`src/rtl/umi_fifo_pkg.sv`:
```
// Shared types and helpers for the UMI request FIFO.
package umi_fifo_pkg;

  localparam int unsigned UMI_DW = 32;
  localparam int unsigned UMI_CW = 32;
  localparam int unsigned UMI_AW = 64;

  // One buffered request packet, command in the most significant bits.
  typedef struct packed {
    logic [UMI_CW-1:0] cmd;
    logic [UMI_AW-1:0] dstaddr;
    logic [UMI_AW-1:0] srcaddr;
    logic [UMI_DW-1:0] data;
  } umi_pkt_t;

  // Pointer wrap relies on a power-of-two depth; a single entry cannot decouple.
  function automatic bit depth_legal(int unsigned depth);
    return (depth >= 2) && ((depth & (depth - 1)) == 0);
  endfunction

endpackage

```
`src/rtl/umi_req_fifo_if.sv`:
```
// UMI request channel: valid/ready handshake plus packet fields.
// master drives the packet, slave returns ready.
interface umi_req_fifo_if
  import umi_fifo_pkg::*;
#(
  parameter int unsigned DW = UMI_DW,
  parameter int unsigned CW = UMI_CW,
  parameter int unsigned AW = UMI_AW
) ();

  logic          valid;
  logic [CW-1:0] cmd;
  logic [AW-1:0] dstaddr;
  logic [AW-1:0] srcaddr;
  logic [DW-1:0] data;
  logic          ready;

  modport master (output valid, cmd, dstaddr, srcaddr, data, input ready);
  modport slave  (input valid, cmd, dstaddr, srcaddr, data, output ready);

endinterface

```
`src/rtl/umi_fifo_mem.sv`:
```
// Flop-array packet storage: one synchronous write port, one asynchronous
// read port. Contents are intentionally not reset.
module umi_fifo_mem
  import umi_fifo_pkg::*;
#(
  parameter int unsigned Depth = 4,
  parameter int unsigned Width = $bits(umi_pkt_t)
) (
  input  logic                     clk,
  input  logic                     we,
  input  logic [$clog2(Depth)-1:0] waddr,
  input  logic [Width-1:0]         wdata,
  input  logic [$clog2(Depth)-1:0] raddr,
  output logic [Width-1:0]         rdata
);

  logic [Width-1:0] mem_q [Depth];

  // Capture the pushed packet into its slot.
  always_ff @(posedge clk) begin
    if (we) begin
      mem_q[waddr] <= wdata;
    end
  end

  assign rdata = mem_q[raddr];

endmodule

```
`src/rtl/umi_req_fifo.sv`:
```
// Registered first-word-fall-through FIFO between a host-side UMI requester
// and a device endpoint request input. Occupancy is exported on count.
// Optional feature: define UMI_REQ_FIFO_HWM_EN to add the hwm output
// (maximum occupancy since reset).
module umi_req_fifo
  import umi_fifo_pkg::*;
#(
  parameter int unsigned DW    = UMI_DW,
  parameter int unsigned CW    = UMI_CW,
  parameter int unsigned AW    = UMI_AW,
  parameter int unsigned DEPTH = 4
) (
  input  logic                         clk,
  input  logic                         reset,
  umi_req_fifo_if.slave                host_req,
  umi_req_fifo_if.master               udev_req,
  output logic [$clog2(DEPTH+1)-1:0]   count
`ifdef UMI_REQ_FIFO_HWM_EN
  ,
  output logic [$clog2(DEPTH+1)-1:0]   hwm
`endif
);

  localparam int unsigned CntW = $clog2(DEPTH + 1);
  localparam int unsigned PtrW = $clog2(DEPTH);
  localparam int unsigned PW   = CW + 2 * AW + DW;
  localparam logic [CntW-1:0] Full = CntW'(DEPTH);

  if (!depth_legal(DEPTH)) begin : g_depth_err
    $error("umi_req_fifo: DEPTH must be a power of two and at least 2");
  end

  logic [PtrW-1:0] wr_ptr_q, wr_ptr_d;
  logic [PtrW-1:0] rd_ptr_q, rd_ptr_d;
  logic [CntW-1:0] count_q, count_d;
  logic            ready_q, ready_d;
  logic            valid;
  logic            push;
  logic            pop;
  logic [PW-1:0]   wr_pkt;
  logic [PW-1:0]   rd_pkt;

  // Full/empty come from the count so pointers can wrap freely.
  assign valid = (count_q != '0);
  assign push  = host_req.valid & ready_q;
  assign pop   = valid & udev_req.ready;

  // Next pointers, occupancy and ready; ready is registered so a pop at full
  // only reopens the input on the following cycle.
  always_comb begin
    wr_ptr_d = wr_ptr_q;
    rd_ptr_d = rd_ptr_q;
    count_d  = count_q;
    if (push) begin
      wr_ptr_d = wr_ptr_q + PtrW'(1);
    end
    if (pop) begin
      rd_ptr_d = rd_ptr_q + PtrW'(1);
    end
    unique case ({push, pop})
      2'b10:   count_d = count_q + CntW'(1);
      2'b01:   count_d = count_q - CntW'(1);
      default: count_d = count_q;
    endcase
    ready_d = (count_d != Full);
  end

  // Control state; ready stays low while reset is held.
  always_ff @(posedge clk or posedge reset) begin
    if (reset) begin
      wr_ptr_q <= '0;
      rd_ptr_q <= '0;
      count_q  <= '0;
      ready_q  <= 1'b0;
    end else begin
      wr_ptr_q <= wr_ptr_d;
      rd_ptr_q <= rd_ptr_d;
      count_q  <= count_d;
      ready_q  <= ready_d;
    end
  end

  assign wr_pkt = {host_req.cmd, host_req.dstaddr, host_req.srcaddr, host_req.data};

  umi_fifo_mem #(
    .Depth (DEPTH),
    .Width (PW)
  ) u_mem (
    .clk   (clk),
    .we    (push),
    .waddr (wr_ptr_q),
    .wdata (wr_pkt),
    .raddr (rd_ptr_q),
    .rdata (rd_pkt)
  );

  // Stale storage is masked so an empty FIFO presents an all-zero packet.
  assign {udev_req.cmd, udev_req.dstaddr, udev_req.srcaddr, udev_req.data} =
      valid ? rd_pkt : '0;
  assign udev_req.valid = valid;
  assign host_req.ready = ready_q;
  assign count          = count_q;

`ifdef UMI_REQ_FIFO_HWM_EN
  logic [CntW-1:0] hwm_q;

  // Track peak occupancy; lags count by one cycle and never exceeds DEPTH.
  always_ff @(posedge clk or posedge reset) begin
    if (reset) begin
      hwm_q <= '0;
    end else if (count_q > hwm_q) begin
      hwm_q <= count_q;
    end
  end

  assign hwm = hwm_q;
`endif

endmodule

```
`src/flat_wrapper.sv`:
```
// flat-port wrapper written by rule: the top's interface ports become plain ports
module umi_req_fifo_flat import umi_fifo_pkg::*;
#(
  parameter int unsigned DW    = UMI_DW,
  parameter int unsigned CW    = UMI_CW,
  parameter int unsigned AW    = UMI_AW,
  parameter int unsigned DEPTH = 4
)
  (clk, reset, count, host_req_valid, host_req_cmd, host_req_dstaddr, host_req_srcaddr, host_req_data, host_req_ready, udev_req_valid, udev_req_cmd, udev_req_dstaddr, udev_req_srcaddr, udev_req_data, udev_req_ready);
  umi_req_fifo_if #(.DW(DW), .CW(CW), .AW(AW)) host_req_i ();
  umi_req_fifo_if #(.DW(DW), .CW(CW), .AW(AW)) udev_req_i ();
  input  logic clk;
  input  logic reset;
  output logic [$clog2(DEPTH+1)-1:0] count;
  input wire logic [$bits(host_req_i.valid)-1:0] host_req_valid;
  input wire logic [$bits(host_req_i.cmd)-1:0] host_req_cmd;
  input wire logic [$bits(host_req_i.dstaddr)-1:0] host_req_dstaddr;
  input wire logic [$bits(host_req_i.srcaddr)-1:0] host_req_srcaddr;
  input wire logic [$bits(host_req_i.data)-1:0] host_req_data;
  output wire logic [$bits(host_req_i.ready)-1:0] host_req_ready;
  output wire logic [$bits(udev_req_i.valid)-1:0] udev_req_valid;
  output wire logic [$bits(udev_req_i.cmd)-1:0] udev_req_cmd;
  output wire logic [$bits(udev_req_i.dstaddr)-1:0] udev_req_dstaddr;
  output wire logic [$bits(udev_req_i.srcaddr)-1:0] udev_req_srcaddr;
  output wire logic [$bits(udev_req_i.data)-1:0] udev_req_data;
  input wire logic [$bits(udev_req_i.ready)-1:0] udev_req_ready;
  assign host_req_i.valid = host_req_valid;
  assign host_req_i.cmd = host_req_cmd;
  assign host_req_i.dstaddr = host_req_dstaddr;
  assign host_req_i.srcaddr = host_req_srcaddr;
  assign host_req_i.data = host_req_data;
  assign host_req_ready = host_req_i.ready;
  assign udev_req_valid = udev_req_i.valid;
  assign udev_req_cmd = udev_req_i.cmd;
  assign udev_req_dstaddr = udev_req_i.dstaddr;
  assign udev_req_srcaddr = udev_req_i.srcaddr;
  assign udev_req_data = udev_req_i.data;
  assign udev_req_i.ready = udev_req_ready;
  umi_req_fifo #(.DW(DW), .CW(CW), .AW(AW), .DEPTH(DEPTH)) u_core (.clk(clk), .reset(reset), .host_req(host_req_i), .udev_req(udev_req_i), .count(count));
endmodule
```
`config.mk`:
```
export PLATFORM = sky130hd
export DESIGN_NAME = umi_req_fifo_flat
export DESIGN_NICKNAME = d
export VERILOG_FILES = /design/src/rtl/umi_fifo_pkg.sv /design/src/rtl/umi_req_fifo_if.sv /design/src/rtl/umi_fifo_mem.sv /design/src/rtl/umi_req_fifo.sv /design/src/flat_wrapper.sv
export SDC_FILE = /design/constraint.sdc
export NUM_CORES = 1
export LEC_CHECK = 0
export CAP_MARGIN = 10
export CORE_MARGIN = 1
export CORE_UTILIZATION = 59
export DETAILED_ROUTE_END_ITERATION = 12
export PLACE_DENSITY = 0.85
export SETUP_SLACK_MARGIN = 0.1
export SYNTH_ARGS = -nofsm -noshare
export SYNTH_HDL_FRONTEND = slang
export SYNTH_SLANG_ARGS = --single-unit
```
`constraint.sdc`:
```
create_clock -name clk -period 12.05 [get_ports clk]
set_input_delay 1.205 -clock clk [delete_from_list [all_inputs] [get_ports clk]]
set_output_delay 1.205 -clock clk [all_outputs]
set_load 0.005 [all_outputs]
```
==> out/qor.yml <==
status: "finished, final reports clean"
yosysCellCount: 1258
yosysTopAreaCell: "edfxtp_1"
worst_pin_slew_ns: 1.094
p_clk_share_pct: 24.3
drt_iter0_markers: 1124
antenna_found_initial: 12
dp_cells: 2267
tns_ns: 0
ir_drop_uv: 184.6
pre_cts_slack_ns: 6.551
rsz0062_at_grt: "false"
worstSetupPathDepth: 5
swShare_pct: 27.61
startpoint: "u_core.rd_ptr_q[0]"
seqPwrFrac_pct: 40.8
topCellsByArea: "edfxtp_1, mux4_2, and2_1"
synth_nets: 1460
cp.arrival_ns: 4.76
endpoint_kind: "primary output"
finalHoldViolCount: 0
dr.pass1.iters: 5
hold-worst-slack_ns: 0.5447
yosysChipArea_um2: 29450
required_ns: 10.85
period_used_pct: 49.54
die_x_um: 225.4
warning_count: 29
final_util_pct: 74.03
drc: 0
r2r_start: "u_core.count[1]"
p_switching_w: 0.002539
crit_top_cell: "buf_4"
core_util_floorplan_pct: 60.04
syn_inst: 1258
rr_worst_depth: 9
relSlewSlack_pct: 27.07
finalClockSkew_ns: 0.01456
worstSkewPairLatency_ns: 0.60
drive_gt1_share_pct: 18.38
grt-ovfl-total: 0
combPwrFrac_pct: 34.9
wire_per_inst_um: 25.61
rows: 81
startpoint_type: "flip-flop"
cts_setup_buffers: 0
crit_fanout: 51
clkTransAtPathRegs_ns: 0.06
slew_viol_final: 0
ant_nets: 0
h-tree-depth: 3
top_cell_area_share_pct: 78.30
cpLargestDelayFamily: "buffers and inverters"
power_w: 0.009195
synth_cell_types: 25
area_growth_pct: 23.29
routabilityCongestion: 0.7405
grt_max_degree: 88
root_buffer: "clkbuf_16"
drv_cap: 0
fmax_ghz: 0.1675
cts_buffers: 74
tritoncts: "yes"
p_per_area_nw_per_um2: 253.2
hold_class: "reg2reg"
syn_area_per_cell_um2: 23.41
vias: 14088
clock_path_buffers: 3
cts_sinks: 776
yosys_warnings: 0
hp-start: "u_core.wr_ptr_q[0]"
p_leak_nw: 11.69
die_y_um: 225.4
die_area_um2: 50820
intPower_w: 0.006656
ff_type: "edfxtp_1"
path_buffers: 3
drt_wl_total_um: 61590
synth-edff-count: 768
hold_depth: 1
synth-seq-cells: 776
setup_viol: 0
grt_first_pass_wirelength_um: 90690
place_area_um2: 33960
crit_chain: "buf_4, buf_4, mux4_2, and2_1, clkdlybuf4s50_1"
ys_seq_share_pct: 78.98
grt_pass1_vias: 14853
fin_area_um2: 36310
grt.total_usage_pct: 24.59
fin_crit_ns: 5.969
netlist_area_um2: 29450
place_hpwl_um: 35010
ctsHoldBuffers: 0
core_um2: 49050
layer usage:
metal / GRT usage [%] / wire length (um) / vias up
met1: 31.71 / 23060 / 7302
met3: 7.327 / 5732 / 119
li1: - / - / 6012
met2: 40.16 / 31100 / 639
met5: 0 / 120 / -
met4: 8.602 / 1570 / 16
cell families after synthesis:
| group | Yosys count | share of synthesized area [%] |
|---|---|---|
| DFF | 776 | 78.98 |
| buffers and inverters | 71 | 1.491 |
| and+or+nand+nor | 203 | 4.286 |
| adders and majority gates | 6 | 0.2804 |
| AOI/OAI and AO/OA | 4 | 0.09347 |
| xor gates and xnor gates | 5 | 0.1487 |
| muxes | 193 | 14.72 |
state kept, by name, indices dropped and copies added, names as in the netlist:
signal	cells
u_core.count	3
u_core.host_req.ready	1
u_core.rd_ptr_q	2
u_core.u_mem.mem_q	768
u_core.wr_ptr_q	2
synthesized netlist by cell type, types with 2 or more instances:
cell type and instances:
edfxtp_1 768, and2_1 193, mux4_2 192, clkbuf_1 25
buf_2 21, buf_6 18, dfrtp_1 8, inv_1 6
ha_1 5, and3_1 4, xnor2_1 3, xor2_1 2
placed cells by master (no fill, tap or decap):
cell and count:
clkinv_8 2, clkbuf_1 18, nor2_1 1, inv_1 6, ha_1 5, o21a_1 1, edfxtp_1 768, mux4_2 192
clkinv_2 10, nand3_1 1, xor2_1 2, dfrtp_4 2, clkdlybuf4s50_1 392, diode_2 5, and2_1 193, xnor2_1 3
buf_4 18, bufinv_16 5, nor3_1 1, a211oi_1 1, mux2_2 1, fa_1 1, nand2_1 1, dfrtp_1 6
clkinv_1 15, or2_2 1, o21ai_0 1, clkinvlp_4 4, inv_16 1, clkbuf_16 77, inv_6 1, and3_4 4
a21o_1 1, or3_4 1
worst register-to-register path: stages (launching register included):
cell,delay (ns)
dfrtp_1,0.43
or3_4,0.38
buf_4,0.72
and2_1,0.28
ha_1,0.19
inv_1,0.06
fa_1,0.37
xor2_1,0.17
o21a_1,0.19
or2_2,0.30
path summary, 6_finish.rpt:
kind / end / slack (ns)
setup / recovery: udev_req_dstaddr[38] / 6.08
hold / removal: u_core.wr_ptr_q[0] / 0.54
setup reg to reg: u_core.count[2] / 8.83
hold reg to reg: u_core.wr_ptr_q[0] / 0.54
max in group asynchronous: u_core.rd_ptr_q[0] / 10.93
min in group asynchronous: u_core.count[0] / 0.85
area by class of cell:
type	count	area (um^2)
clock buffer	95	1994
fill	2652	12740
clock inverter	38	347.8
multi-input combinational	411	5777
sequential	776	23270
tap	664	830.8
antenna	5	12.51
inverter	6	22.52
timing repair buffer	410	4059
power groups by stage:
stage	logic [W]	clock network (W)	registers, W
2_1_floorplan	0.00176	0	0.00375
3_3_place_gp	0.00318	0	0.00377
3_5_place_dp	0.00320	0	0.00380
4_1_cts	0.00326	0.00227	0.00376
5_1_grt	0.00341	0.00237	0.00380
6_report	0.00320	0.00224	0.00375
The metal 1 layer:
Supply wires on this layer in grey.
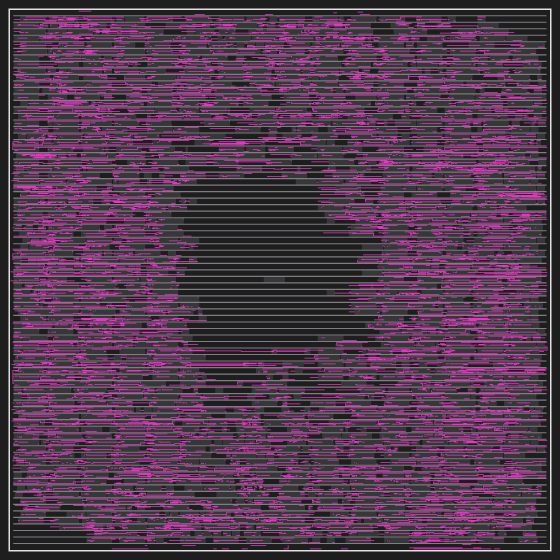
The layer carries 23.1 mm of wire. 1770 nets have wire on it. The wires run mostly horizontal. The longest straight run is 57.5 um. The layer holds 37% of the routed length.

I/O nets highlighted:
Bar = 50 um.
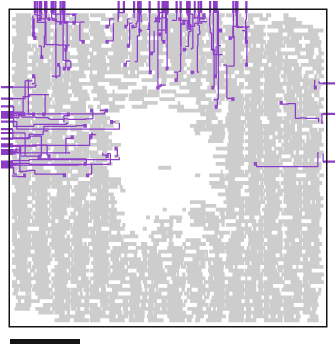
udev_req_dstaddr: marked purple, bits 64, direction output, edge 41 top, 20 left, 3 right, end cells 64, buffers 64, wire 2770 um.
I/O pin cnt: 393
number of I/O port buffers: 392

Sequential cells coloured by netlist name:
Other sequential cells in the stronger grey, the rest of the logic in the fainter grey.
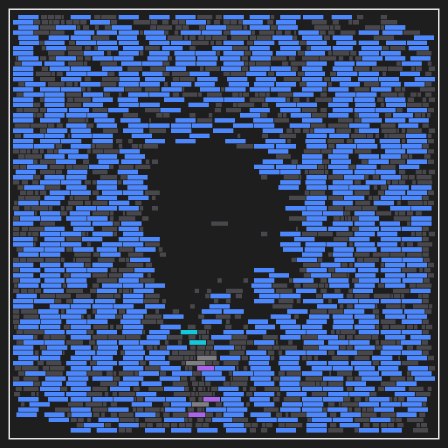
u_core.wr_ptr_q: marked cyan, flops 2. u_core.count: marked purple, flops 3. u_core.u_mem.mem_q: marked blue, flops 768, where widely spread.
Another 3 sequential cells are not coloured.

Power and IR drop assume default switching activity.
